### Metal 2, run 1

(4 px per micron)
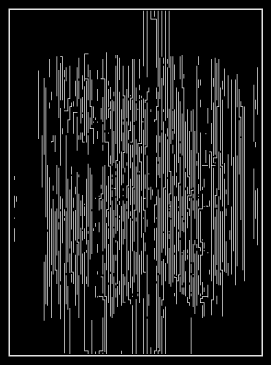
### Sequential cells coloured by netlist name, run 1

(4 px per micron) Other sequential cells in the stronger grey, the rest of the logic in the fainter grey.
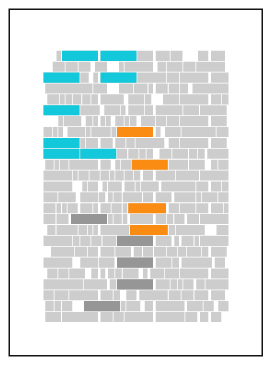
### Congestion heat map, run 1

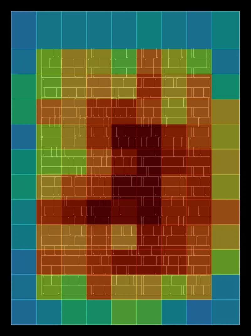
### Cells by drive strength, run 1

(6 px per micron)
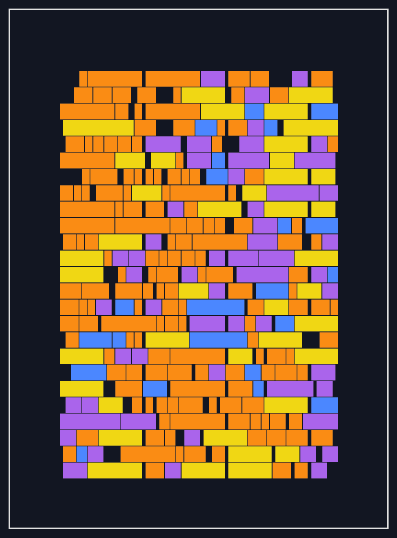
$ cat config.mk
export PLATFORM = sky130hd
export DESIGN_NAME = arm_mc_ctrl_hs_flat
export DESIGN_NICKNAME = d
export VERILOG_FILES = /design/src/rtl/arm_mc_ctrl_hs_if.sv /design/src/rtl/arm_mc_ctrl_hs.sv /design/src/flat_wrapper.sv
export SDC_FILE = /design/constraint.sdc
export NUM_CORES = 1
export LEC_CHECK = 0
export ABC_AREA = 0
export CORE_ASPECT_RATIO = 1.5
export CORE_MARGIN = 8
export CORE_UTILIZATION = 48
export CTS_CLUSTER_SIZE = 8
export DETAILED_ROUTE_END_ITERATION = 10
export PLACE_DENSITY = 0.81
export SLEW_MARGIN = 20
export SYNTH_ARGS = -nofsm -noshare
export SYNTH_HDL_FRONTEND = slang
export SYNTH_SLANG_ARGS = --single-unit
$ cat constraint.sdc
create_clock -name i_CLK -period 1.95 [get_ports i_CLK]
set_input_delay 0.4875 -clock i_CLK [delete_from_list [all_inputs] [get_ports i_CLK]]
set_output_delay 0.4875 -clock i_CLK [all_outputs]
set_load 0.05 [all_outputs]
$ cat src/rtl/arm_mc_ctrl_hs_if.sv
// Control/handshake bundle between the multi-cycle ARM controller and its datapath/memory.
// The controller uses the master view; the datapath/memory side uses the slave view.
interface arm_mc_ctrl_hs_if #(
   parameter int unsigned ALU_CTRL_W = 3
);
   logic [15:0]           i_Instr;
   logic [3:0]            i_ALU_Flags;
   logic                  i_MemReady;
   logic                  o_MemReq;
   logic                  o_MemWrite;
   logic                  o_AddrSrc;
   logic                  o_PC_Write;
   logic                  o_InstrWrite;
   logic                  o_RegWrite;
   logic [1:0]            o_RegSrc;
   logic [1:0]            o_ImmSrc;
   logic                  o_ALU_SrcA;
   logic [1:0]            o_ALU_SrcB;
   logic [ALU_CTRL_W-1:0] o_ALU_Control;
   logic [1:0]            o_ResultSrc;
   logic [3:0]            o_Flags;
   logic                  o_BusError;

   modport master (
      input  i_Instr, i_ALU_Flags, i_MemReady,
      output o_MemReq, o_MemWrite, o_AddrSrc, o_PC_Write, o_InstrWrite, o_RegWrite,
             o_RegSrc, o_ImmSrc, o_ALU_SrcA, o_ALU_SrcB, o_ALU_Control, o_ResultSrc,
             o_Flags, o_BusError
   );

   modport slave (
      output i_Instr, i_ALU_Flags, i_MemReady,
      input  o_MemReq, o_MemWrite, o_AddrSrc, o_PC_Write, o_InstrWrite, o_RegWrite,
             o_RegSrc, o_ImmSrc, o_ALU_SrcA, o_ALU_SrcB, o_ALU_Control, o_ResultSrc,
             o_Flags, o_BusError
   );
endinterface

$ cat src/rtl/arm_mc_ctrl_hs.sv
// Multi-cycle ARM controller: main FSM, ALU/instruction decode, condition check and NZCV
// register, with a variable-latency memory handshake guarded by a bus-error timeout.
module arm_mc_ctrl_hs #(
   parameter int unsigned ALU_CTRL_W  = 3,
   parameter int unsigned MEM_TIMEOUT = 15,
   parameter logic [3:0]  FLAGS_RST   = 4'b0000
) (
   input logic              i_CLK,
   input logic              i_NRESET,
   arm_mc_ctrl_hs_if.master bus
);

   typedef enum logic [3:0] {
      StFetch, StDecode, StExecReg, StExecImm, StAluWb, StMemAddr,
      StMemRead, StMemWrite, StMemWb, StBranch, StError
   } state_e;

   localparam logic [7:0] TimeoutLast = 8'(MEM_TIMEOUT - 1);

   state_e     state_q, state_d;
   logic [7:0] wait_cnt_q, wait_cnt_d;
   logic [3:0] flags_q, flags_d;
   logic       cond_q, cond_d;

   logic [3:0] cond;
   logic [1:0] op;
   logic [5:0] funct;
   logic [3:0] rd;
   assign {cond, op, funct, rd} = bus.i_Instr;

   // ALU command decode
   logic                  cmd_valid, cmd_arith, cmd_no_wb, flag_we;
   logic [ALU_CTRL_W-1:0] cmd_alu;

   always_comb begin
      cmd_valid = 1'b1;
      cmd_arith = 1'b0;
      cmd_no_wb = 1'b0;
      cmd_alu   = '0;
      case (funct[4:1])
         4'b0100: begin cmd_alu = ALU_CTRL_W'(0); cmd_arith = 1'b1; end
         4'b0010: begin cmd_alu = ALU_CTRL_W'(1); cmd_arith = 1'b1; end
         4'b0000: cmd_alu = ALU_CTRL_W'(2);
         4'b1100: cmd_alu = ALU_CTRL_W'(3);
         4'b0001: cmd_alu = ALU_CTRL_W'(4);
         4'b1101: cmd_alu = ALU_CTRL_W'(5);
         4'b1010: begin cmd_alu = ALU_CTRL_W'(1); cmd_arith = 1'b1; cmd_no_wb = 1'b1; end
         4'b1000: begin cmd_alu = ALU_CTRL_W'(2); cmd_no_wb = 1'b1; end
         default: cmd_valid = 1'b0;
      endcase
      // Compares always update flags; everything else only with S set.
      flag_we = cmd_valid & (cmd_no_wb | funct[0]);
   end

   // Condition check against the architectural flags
   logic cond_pass;
   logic fn, fz, fc, fv;
   assign {fn, fz, fc, fv} = flags_q;

   always_comb begin
      cond_pass = 1'b0;
      case (cond)
         4'b0000: cond_pass = fz;
         4'b0001: cond_pass = ~fz;
         4'b0010: cond_pass = fc;
         4'b0011: cond_pass = ~fc;
         4'b0100: cond_pass = fn;
         4'b0101: cond_pass = ~fn;
         4'b0110: cond_pass = fv;
         4'b0111: cond_pass = ~fv;
         4'b1000: cond_pass = fc & ~fz;
         4'b1001: cond_pass = ~fc | fz;
         4'b1010: cond_pass = (fn == fv);
         4'b1011: cond_pass = (fn != fv);
         4'b1100: cond_pass = ~fz & (fn == fv);
         4'b1101: cond_pass = fz | (fn != fv);
         4'b1110: cond_pass = 1'b1;
         default: cond_pass = 1'b0;
      endcase
   end

   logic                  mem_req, mem_write, addr_src, pc_write, instr_write, reg_write;
   logic                  alu_src_a, bus_error;
   logic [1:0]            alu_src_b, result_src;
   logic [ALU_CTRL_W-1:0] alu_ctrl;

   always_comb begin
      state_d     = state_q;
      wait_cnt_d  = 8'd0;
      flags_d     = flags_q;
      cond_d      = cond_q;
      mem_req     = 1'b0;
      mem_write   = 1'b0;
      addr_src    = 1'b0;
      pc_write    = 1'b0;
      instr_write = 1'b0;
      reg_write   = 1'b0;
      alu_src_a   = 1'b0;
      alu_src_b   = 2'b00;
      result_src  = 2'b00;
      alu_ctrl    = '0;
      bus_error   = 1'b0;
      unique case (state_q)
         StFetch: begin
            mem_req    = 1'b1;
            alu_src_a  = 1'b1;
            alu_src_b  = 2'b10;
            result_src = 2'b10;
            if (bus.i_MemReady) begin
               instr_write = 1'b1;
               pc_write    = 1'b1;
               state_d     = StDecode;
            end else if (wait_cnt_q == TimeoutLast) begin
               state_d = StError;
            end else begin
               wait_cnt_d = wait_cnt_q + 8'd1;
            end
         end
         StDecode: begin
            alu_src_a  = 1'b1;
            alu_src_b  = 2'b10;
            result_src = 2'b10;
            cond_d     = cond_pass;
            if (!cond_pass) begin
               state_d = StFetch;
            end else begin
               case (op)
                  2'b00:   state_d = !cmd_valid ? StFetch : (funct[5] ? StExecImm : StExecReg);
                  2'b01:   state_d = StMemAddr;
                  2'b10:   state_d = StBranch;
                  default: state_d = StFetch;
               endcase
            end
         end
         StExecReg, StExecImm: begin
            alu_src_b = (state_q == StExecImm) ? 2'b01 : 2'b00;
            alu_ctrl  = cmd_alu;
            // Logical ops leave C and V untouched.
            if (cond_q && flag_we) begin
               flags_d = cmd_arith ? bus.i_ALU_Flags : {bus.i_ALU_Flags[3:2], flags_q[1:0]};
            end
            state_d = cmd_no_wb ? StFetch : StAluWb;
         end
         StAluWb: begin
            reg_write = 1'b1;
            pc_write  = (rd == 4'd15);
            state_d   = StFetch;
         end
         StMemAddr: begin
            alu_src_b = 2'b01;
            state_d   = funct[0] ? StMemRead : StMemWrite;
         end
         StMemRead, StMemWrite: begin
            mem_req   = 1'b1;
            mem_write = (state_q == StMemWrite);
            addr_src  = 1'b1;
            if (bus.i_MemReady) begin
               state_d = (state_q == StMemRead) ? StMemWb : StFetch;
            end else if (wait_cnt_q == TimeoutLast) begin
               state_d = StError;
            end else begin
               wait_cnt_d = wait_cnt_q + 8'd1;
            end
         end
         StMemWb: begin
            reg_write  = 1'b1;
            result_src = 2'b01;
            pc_write   = (rd == 4'd15);
            state_d    = StFetch;
         end
         StBranch: begin
            alu_src_a  = 1'b1;
            alu_src_b  = 2'b01;
            result_src = 2'b10;
            pc_write   = 1'b1;
            state_d    = StFetch;
         end
         StError: bus_error = 1'b1;
         default: state_d = StError;
      endcase
   end

   always_ff @(posedge i_CLK or negedge i_NRESET) begin
      if (!i_NRESET) begin
         state_q    <= StFetch;
         wait_cnt_q <= 8'd0;
         flags_q    <= FLAGS_RST;
         cond_q     <= 1'b0;
      end else begin
         state_q    <= state_d;
         wait_cnt_q <= wait_cnt_d;
         flags_q    <= flags_d;
         cond_q     <= cond_d;
      end
   end

   // Outputs are forced low combinationally so an access aborts the moment reset asserts.
   assign bus.o_MemReq      = i_NRESET & mem_req;
   assign bus.o_MemWrite    = i_NRESET & mem_write;
   assign bus.o_AddrSrc     = i_NRESET & addr_src;
   assign bus.o_PC_Write    = i_NRESET & pc_write;
   assign bus.o_InstrWrite  = i_NRESET & instr_write;
   assign bus.o_RegWrite    = i_NRESET & reg_write;
   assign bus.o_ALU_SrcA    = i_NRESET & alu_src_a;
   assign bus.o_BusError    = i_NRESET & bus_error;
   assign bus.o_ALU_SrcB    = i_NRESET ? alu_src_b : 2'b00;
   assign bus.o_ResultSrc   = i_NRESET ? result_src : 2'b00;
   assign bus.o_ALU_Control = i_NRESET ? alu_ctrl : '0;
   assign bus.o_RegSrc      = i_NRESET ? {op == 2'b01, op == 2'b10} : 2'b00;
   assign bus.o_ImmSrc      = i_NRESET ? op : 2'b00;
   assign bus.o_Flags       = i_NRESET ? flags_q : 4'b0000;

endmodule

$ cat src/flat_wrapper.sv
// flat-port wrapper written by rule: the top's interface ports become plain ports
module arm_mc_ctrl_hs_flat 
#(
   parameter int unsigned ALU_CTRL_W  = 3,
   parameter int unsigned MEM_TIMEOUT = 15,
   parameter logic [3:0]  FLAGS_RST   = 4'b0000
)
  (i_CLK, i_NRESET, bus_i_Instr, bus_i_ALU_Flags, bus_i_MemReady, bus_o_MemReq, bus_o_MemWrite, bus_o_AddrSrc, bus_o_PC_Write, bus_o_InstrWrite, bus_o_RegWrite, bus_o_RegSrc, bus_o_ImmSrc, bus_o_ALU_SrcA, bus_o_ALU_SrcB, bus_o_ALU_Control, bus_o_ResultSrc, bus_o_Flags, bus_o_BusError);
  arm_mc_ctrl_hs_if #(.ALU_CTRL_W(ALU_CTRL_W)) bus_i ();
  input logic i_CLK;
  input logic i_NRESET;
  input wire logic [$bits(bus_i.i_Instr)-1:0] bus_i_Instr;
  input wire logic [$bits(bus_i.i_ALU_Flags)-1:0] bus_i_ALU_Flags;
  input wire logic [$bits(bus_i.i_MemReady)-1:0] bus_i_MemReady;
  output wire logic [$bits(bus_i.o_MemReq)-1:0] bus_o_MemReq;
  output wire logic [$bits(bus_i.o_MemWrite)-1:0] bus_o_MemWrite;
  output wire logic [$bits(bus_i.o_AddrSrc)-1:0] bus_o_AddrSrc;
  output wire logic [$bits(bus_i.o_PC_Write)-1:0] bus_o_PC_Write;
  output wire logic [$bits(bus_i.o_InstrWrite)-1:0] bus_o_InstrWrite;
  output wire logic [$bits(bus_i.o_RegWrite)-1:0] bus_o_RegWrite;
  output wire logic [$bits(bus_i.o_RegSrc)-1:0] bus_o_RegSrc;
  output wire logic [$bits(bus_i.o_ImmSrc)-1:0] bus_o_ImmSrc;
  output wire logic [$bits(bus_i.o_ALU_SrcA)-1:0] bus_o_ALU_SrcA;
  output wire logic [$bits(bus_i.o_ALU_SrcB)-1:0] bus_o_ALU_SrcB;
  output wire logic [$bits(bus_i.o_ALU_Control)-1:0] bus_o_ALU_Control;
  output wire logic [$bits(bus_i.o_ResultSrc)-1:0] bus_o_ResultSrc;
  output wire logic [$bits(bus_i.o_Flags)-1:0] bus_o_Flags;
  output wire logic [$bits(bus_i.o_BusError)-1:0] bus_o_BusError;
  assign bus_i.i_Instr = bus_i_Instr;
  assign bus_i.i_ALU_Flags = bus_i_ALU_Flags;
  assign bus_i.i_MemReady = bus_i_MemReady;
  assign bus_o_MemReq = bus_i.o_MemReq;
  assign bus_o_MemWrite = bus_i.o_MemWrite;
  assign bus_o_AddrSrc = bus_i.o_AddrSrc;
  assign bus_o_PC_Write = bus_i.o_PC_Write;
  assign bus_o_InstrWrite = bus_i.o_InstrWrite;
  assign bus_o_RegWrite = bus_i.o_RegWrite;
  assign bus_o_RegSrc = bus_i.o_RegSrc;
  assign bus_o_ImmSrc = bus_i.o_ImmSrc;
  assign bus_o_ALU_SrcA = bus_i.o_ALU_SrcA;
  assign bus_o_ALU_SrcB = bus_i.o_ALU_SrcB;
  assign bus_o_ALU_Control = bus_i.o_ALU_Control;
  assign bus_o_ResultSrc = bus_i.o_ResultSrc;
  assign bus_o_Flags = bus_i.o_Flags;
  assign bus_o_BusError = bus_i.o_BusError;
  arm_mc_ctrl_hs #(.ALU_CTRL_W(ALU_CTRL_W), .MEM_TIMEOUT(MEM_TIMEOUT), .FLAGS_RST(FLAGS_RST)) u_core (.i_CLK(i_CLK), .i_NRESET(i_NRESET), .bus(bus_i));
endmodule
==> results.txt, run 1 <==
run metrics: Die Ht=86.3 microns, reg2reg start=u_core.state_q[2], Post-synth EDFFs=0, AND/OR/NAND/NOR Cells, Area Fraction=32.5%, outcome=finished with violations, P_clk=270 uW, power share of the combinational group=between 70% and 80%, period utilization=114%, unrepaired setup endpoints after global routing=yes, vias in the first global route=approximately 1900, Worst-path clk slew=0.07 ns, Min Clock Period, post-route=2.23 ns, routability cong.=0.801, Post-Synthesis Cells=just under 200, cell chain of the critical path=buf_6, nor3b_4, nand2_2, buf_6, nor3_4, buf_12, failing checks=negative setup slack, # setup viols final=18, Least-Margin Pin Slew=~0.47 ns, final worst setup slack=-0.278 ns, antenna violations before repair=0, H-Tree Depth=1, DRT antenna net count=0
Back to the opening pictures, 'Metal 2':
- wire length on this layer: 4110 microns
- main direction: vertical
- longest straight run: 51.3 microns
final wirelength: 7910 microns
met2 Resource Use GR: 40.3%

Back to the opening pictures, 'Sequential cells coloured by netlist name':
- cyan: u_core.wait_cnt_q (flops 8; where upper left)
- orange: u_core.state_q (flops 4; where centre)
- not coloured: 5
sequential share of cell area: 14.5%
seq pwr: 635 uW

Back to the opening pictures, 'Congestion heat map':
fin util: 93.4%
global-route usage over all layers: 21.1%

Back to the opening pictures, 'Cells by drive strength':
- orange: _0 and _1 cells (cells 160; share 58%)
- yellow: _6 and larger (cells 40; share 14%)
- purple: _3 and _4 cells (cells 55; share 20%)
- blue: _2 cells (cells 22; share 7.9%)
final worst setup slack: -0.278 ns
post-synthesis to final-layout area growth: 86.8%
final instance area: 2950 sq um

==> run 1: worst max-delay path by stage <==
| stage | startpoint | end | slack, ns | cells past startpoint |
|---|---|---|---|---|
| floorplan | u_core.state_q[2] | bus_o_ALU_SrcA | -0.28 | 3 |
| global placement | bus_i_Instr[13] | u_core.state_q[1] | -0.41 | 6 |
| detailed placement | bus_i_Instr[15] | u_core.state_q[1] | -0.49 | 6 |
| CTS | u_core.state_q[2] | bus_o_PC_Write | -0.21 | 5 |
| global route | u_core.state_q[3] | bus_o_PC_Write | -0.30 | 6 |
| finish | u_core.state_q[3] | bus_o_ALU_Control[2] | -0.28 | 6 |
==> run 1: repair_timing <==
action	in CTS	in global routing
pin swaps	12	13
cloned	1	0
setup endpoints to repair	32	21
gates resized	46	36
endpoints found under the hold margin	0	0
buffers inserted	6	5
### Layout detail, run 1

Window x 19 to 44, y 31 to 56 microns. Cells in grey, sequential cells in the stronger grey; small squares are vias.
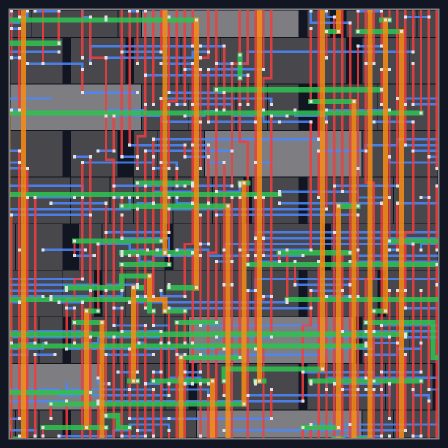

==> run 2: changes to the inputs <==
--- a/config.mk
+++ b/config.mk
@@ -10,7 +10,8 @@
 export CORE_MARGIN = 8
 export CORE_UTILIZATION = 48
+export CTS_CLUSTER_DIAMETER = 60
 export CTS_CLUSTER_SIZE = 8
 export DETAILED_ROUTE_END_ITERATION = 10
-export PLACE_DENSITY = 0.81
+export PLACE_DENSITY_LB_ADDON = 0.25
 export SLEW_MARGIN = 20
 export SYNTH_ARGS = -nofsm -noshare
==> constraint.sdc (replaced) <==
create_clock -name i_CLK -period 1.95 [get_ports i_CLK]
set_input_delay 0.4875 -clock i_CLK [delete_from_list [all_inputs] [get_ports i_CLK]]
set_output_delay 0.4875 -clock i_CLK [all_outputs]
set_load 0.02 [all_outputs]
### Layout detail, run 2

Window x 19 to 44, y 31 to 56 microns. Cells in grey, sequential cells in the stronger grey; small squares are vias.
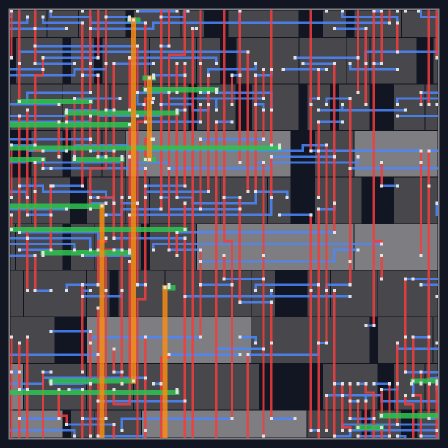
- green: metal 3
- blue: metal 1
- red: metal 2
- orange: metal 4
- most frequent: buf_4 (14), nand2_1 (10), nor2_1 (5)
- netlist names of flops here include: u_core.state_q (3), u_core.flags_q (2)
- cells with their middle in the window: 71
- sequential cells in the window: 6

### Metal 2, run 2

(4 px per micron)
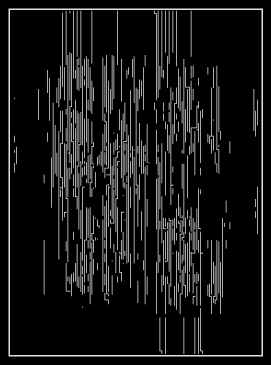
- main direction: vertical
- nets with wire on the layer: 264
- wire length on this layer: 2750 microns
routed via count: 1779
met2 Resource Use GR: 30.1%
final wirelength: 5180 microns

==> run 2 against run 1 <==
Against the previous run: the flow still finishes with violations (negative setup slack); clock skew rose by 0.0043 ns; synthesized cell count unchanged; critical endpoint is now bus_o_ALU_SrcB[0]; first-iteration DRC count down 68%; critical path type unchanged; hold slack worse by 0.028 ns; non-clock buffer count is 9 higher; cell area fell by 13%.
==> results.txt, run 2 <==
run metrics: Final nets=316 (was 307), sequential share of cell area=16.8% (was 14.5%), final instance area=2560 sq um (was 2950 sq um), Tapcells=40 (unchanged), global-route usage over all layers=16.3% (was 21.1%), outcome=finished with violations (unchanged), Post CTS Setup Buffer Count=4 (was 6), comb. cell area=1160 sq um (was 1280 sq um), registers=17 (unchanged), H-Tree Depth=1 (unchanged), cell chain of the critical path=buf_6, buf_4, xor2_1, o2111a_1, buf_6 (was buf_6, nor3b_4, nand2_2, buf_6, nor3_4, buf_12), failing checks=negative setup slack (unchanged), CTS Hold Bufs=0 (unchanged), antenna violations before repair=0 (unchanged), DRT antenna net count=0 (unchanged), Least-Margin Pin Slew=0.333 ns (was 0.475 ns), seq pwr=616 uW (was 635 uW), reg2reg end=u_core.state_q[0] (was u_core.state_q[3]), Resized cells post-CTS=117 (was 46), Die Ht=86.3 microns (unchanged), P_clk=264 uW (was 270 uW), total CTS buffers=3 (unchanged), Die Area=5420 sq um (unchanged), Non-Filler Instances=326 (was 317), Min Clock Period, post-route=2.02 ns (was 2.23 ns), routability cong.=0.822 (was 0.801), Post-Synthesis Cells=193 (unchanged), Post-synth EDFFs=0 (unchanged), unrepaired setup endpoints after global routing=yes (unchanged), Worst-path clk slew=0.07 ns (about the same), post-synthesis to final-layout area growth=61.8% (was 86.8%), R2R depth=8 (was 7), final worst setup slack=-0.0745 ns (was -0.278 ns), fin util=80.9% (was 93.4%), vias in the first global route=1660 (was 1902), reg2reg start=u_core.state_q[3] (was u_core.state_q[2]), period utilization=104% (was 114%), power share of the combinational group=63.1% (was 71.7%), # setup viols final=6 (was 18)
## run 2: cell counts after synthesis
No cell type changed its count.
## run 2: worst max path at each step
| stage | startpoint | to | slack, ns | cells past startpoint |
|---|---|---|---|---|
| floorplan | u_core.state_q[2] | bus_o_ALU_SrcA | -0.07 | 3 |
| global placement | bus_i_Instr[2] | bus_o_PC_Write | -0.77 | 6 |
| detailed placement | bus_i_Instr[3] | bus_o_PC_Write | -0.80 | 6 |
| CTS | u_core.state_q[2] | bus_o_PC_Write | -0.11 | 5 |
| global route | u_core.state_q[2] | bus_o_ALU_Control[2] | -0.13 | 5 |
| finish | u_core.state_q[3] | bus_o_ALU_SrcB[0] | -0.07 | 5 |
### Congestion heat map, run 2

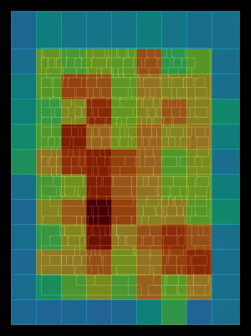

==> run 3: changes to the inputs <==
SKIP_CTS_REPAIR_TIMING = 1   (was unset)
### Congestion heat map, run 3

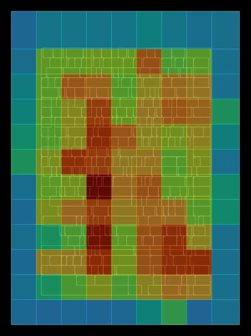
global-route usage over all layers: 14.9%
routed length per instance: 15.3 microns
Top Usage Layer GRT: met2
met1 track demand over resource: 16.5%
met3 usage: 3.23%

==> run 3 against run 2 <==
Against the previous run: highest routed layer unchanged; final cell count decreased by 0.61%; synthesized cell count is the same; combinational power fell by 5%; routed wire length down 3.9%; global-route usage down 1.4 points; clock power is 3% lower; power is 4.6% lower; non-clock buffer count is 2 lower; largest cell class unchanged; cell area up 1.7%; die size is the same; the run still ends with negative setup slack left.
==> results.txt, run 3 <==
run metrics: routability cong.=0.822 (unchanged), area fraction in mux cells=4.75% (unchanged), outcome=finished with violations (unchanged), Internal=1320 uW (was 1360 uW), failing checks=negative setup slack (unchanged), DRC=0 (unchanged), reg2reg end=u_core.state_q[1] (was u_core.state_q[0]), H-Tree Depth=1 (unchanged), power share of the combinational group=62.5% (was 63.1%), cell chain of the critical path=buf_8, nor2b_1, o21ai_0, o31a_1, nor3b_2, buf_4 (was buf_6, buf_4, xor2_1, o2111a_1, buf_6), Min Clock Period, post-route=2.08 ns (was 2.02 ns), R2R depth=8 (unchanged), Tapcells=40 (unchanged), final worst setup slack=-0.125 ns (was -0.0745 ns), routed via count=1758 (was 1779), crit end category=output port (unchanged), post-synthesis to final-layout area growth=64.5% (was 61.8%), final instance area=2600 sq um (was 2560 sq um), antenna violations before repair=0 (unchanged), worst setup path startpoint=u_core.state_q[2] (was u_core.state_q[3]), HP Class=in2async (unchanged), DRT antenna net count=0 (unchanged), Die Ht=86.3 microns (unchanged), Die Area=5420 sq um (unchanged), Post-synth EDFFs=0 (unchanged), reg2reg start=u_core.state_q[2] (was u_core.state_q[3]), Final nets=314 (was 316), vias in the first global route=1591 (was 1660), met2 Resource Use GR=27.3% (was 30.1%), sequential share of cell area=16.4% (was 16.8%), Post-Synthesis Cells=193 (unchanged), total CTS buffers=3 (unchanged), period utilization=106% (was 104%), critical path depth=6 (was 5), Least-Margin Pin Slew=0.330 ns (was 0.333 ns), unrepaired setup endpoints after global routing=yes (unchanged), Synth Seq Share=26.9% (unchanged), largest delay contributor family on the critical path=flip-flops (unchanged), registers=17 (unchanged), AND-OR/OR-AND Cells, Area Fraction=17.4% (unchanged), crit path capture=bus_o_PC_Write (was bus_o_ALU_SrcB[0]), Worst-path clk slew=0.06 ns (was 0.07 ns), AND/OR/NAND/NOR Cells, Area Fraction=32.5% (unchanged), final wirelength=4970 microns (was 5180 microns), comb. cell area=1130 sq um (was 1160 sq um), # setup viols final=10 (was 6)
### Sequential cells coloured by netlist name, run 3

(4 px per micron) Other sequential cells in the stronger grey, the rest of the logic in the fainter grey.
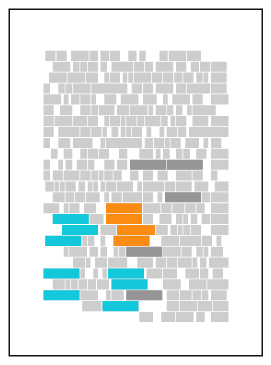
- orange: u_core.state_q (flops 4)
- cyan: u_core.wait_cnt_q (flops 8; where lower left)
- not coloured: 5
fin util: 82.3%
seq pwr: 596 uW

run 3: netlist changes by cell type in the layout (fill, tap and decap cells not counted), moves of 2 or more:
cell and delta:
dfrtp_2 -3, nor2b_1 +2, buf_2 -4, dlygate4sd2_1 -17
buf_4 -3, nor3_1 +2, nor3_2 -2, dlymetal6s2s_1 +22
clkdlybuf4s15_1 -3, dfrtp_1 +3, clkbuf_2 +3
run 3: through the flow:
step           cells  hold slack [ns]
3_5_place_dp     305            0.490
5_1_grt          324            0.348
4_1_cts          309            0.506
3_3_place_gp     305            0.463
6_report         324            0.323
2_1_floorplan    193            0.192
run 3: power by group through the flow:
stage	registers (uW)	clock network [uW]	logic (uW)
global placement	569	0	1180
finish	596	257	1420
floorplan	546	0	752
detailed placement	572	0	1200
global route	608	278	1530
CTS	568	265	1200
Power figures rest on the tool's default switching activity, not on a simulated workload.
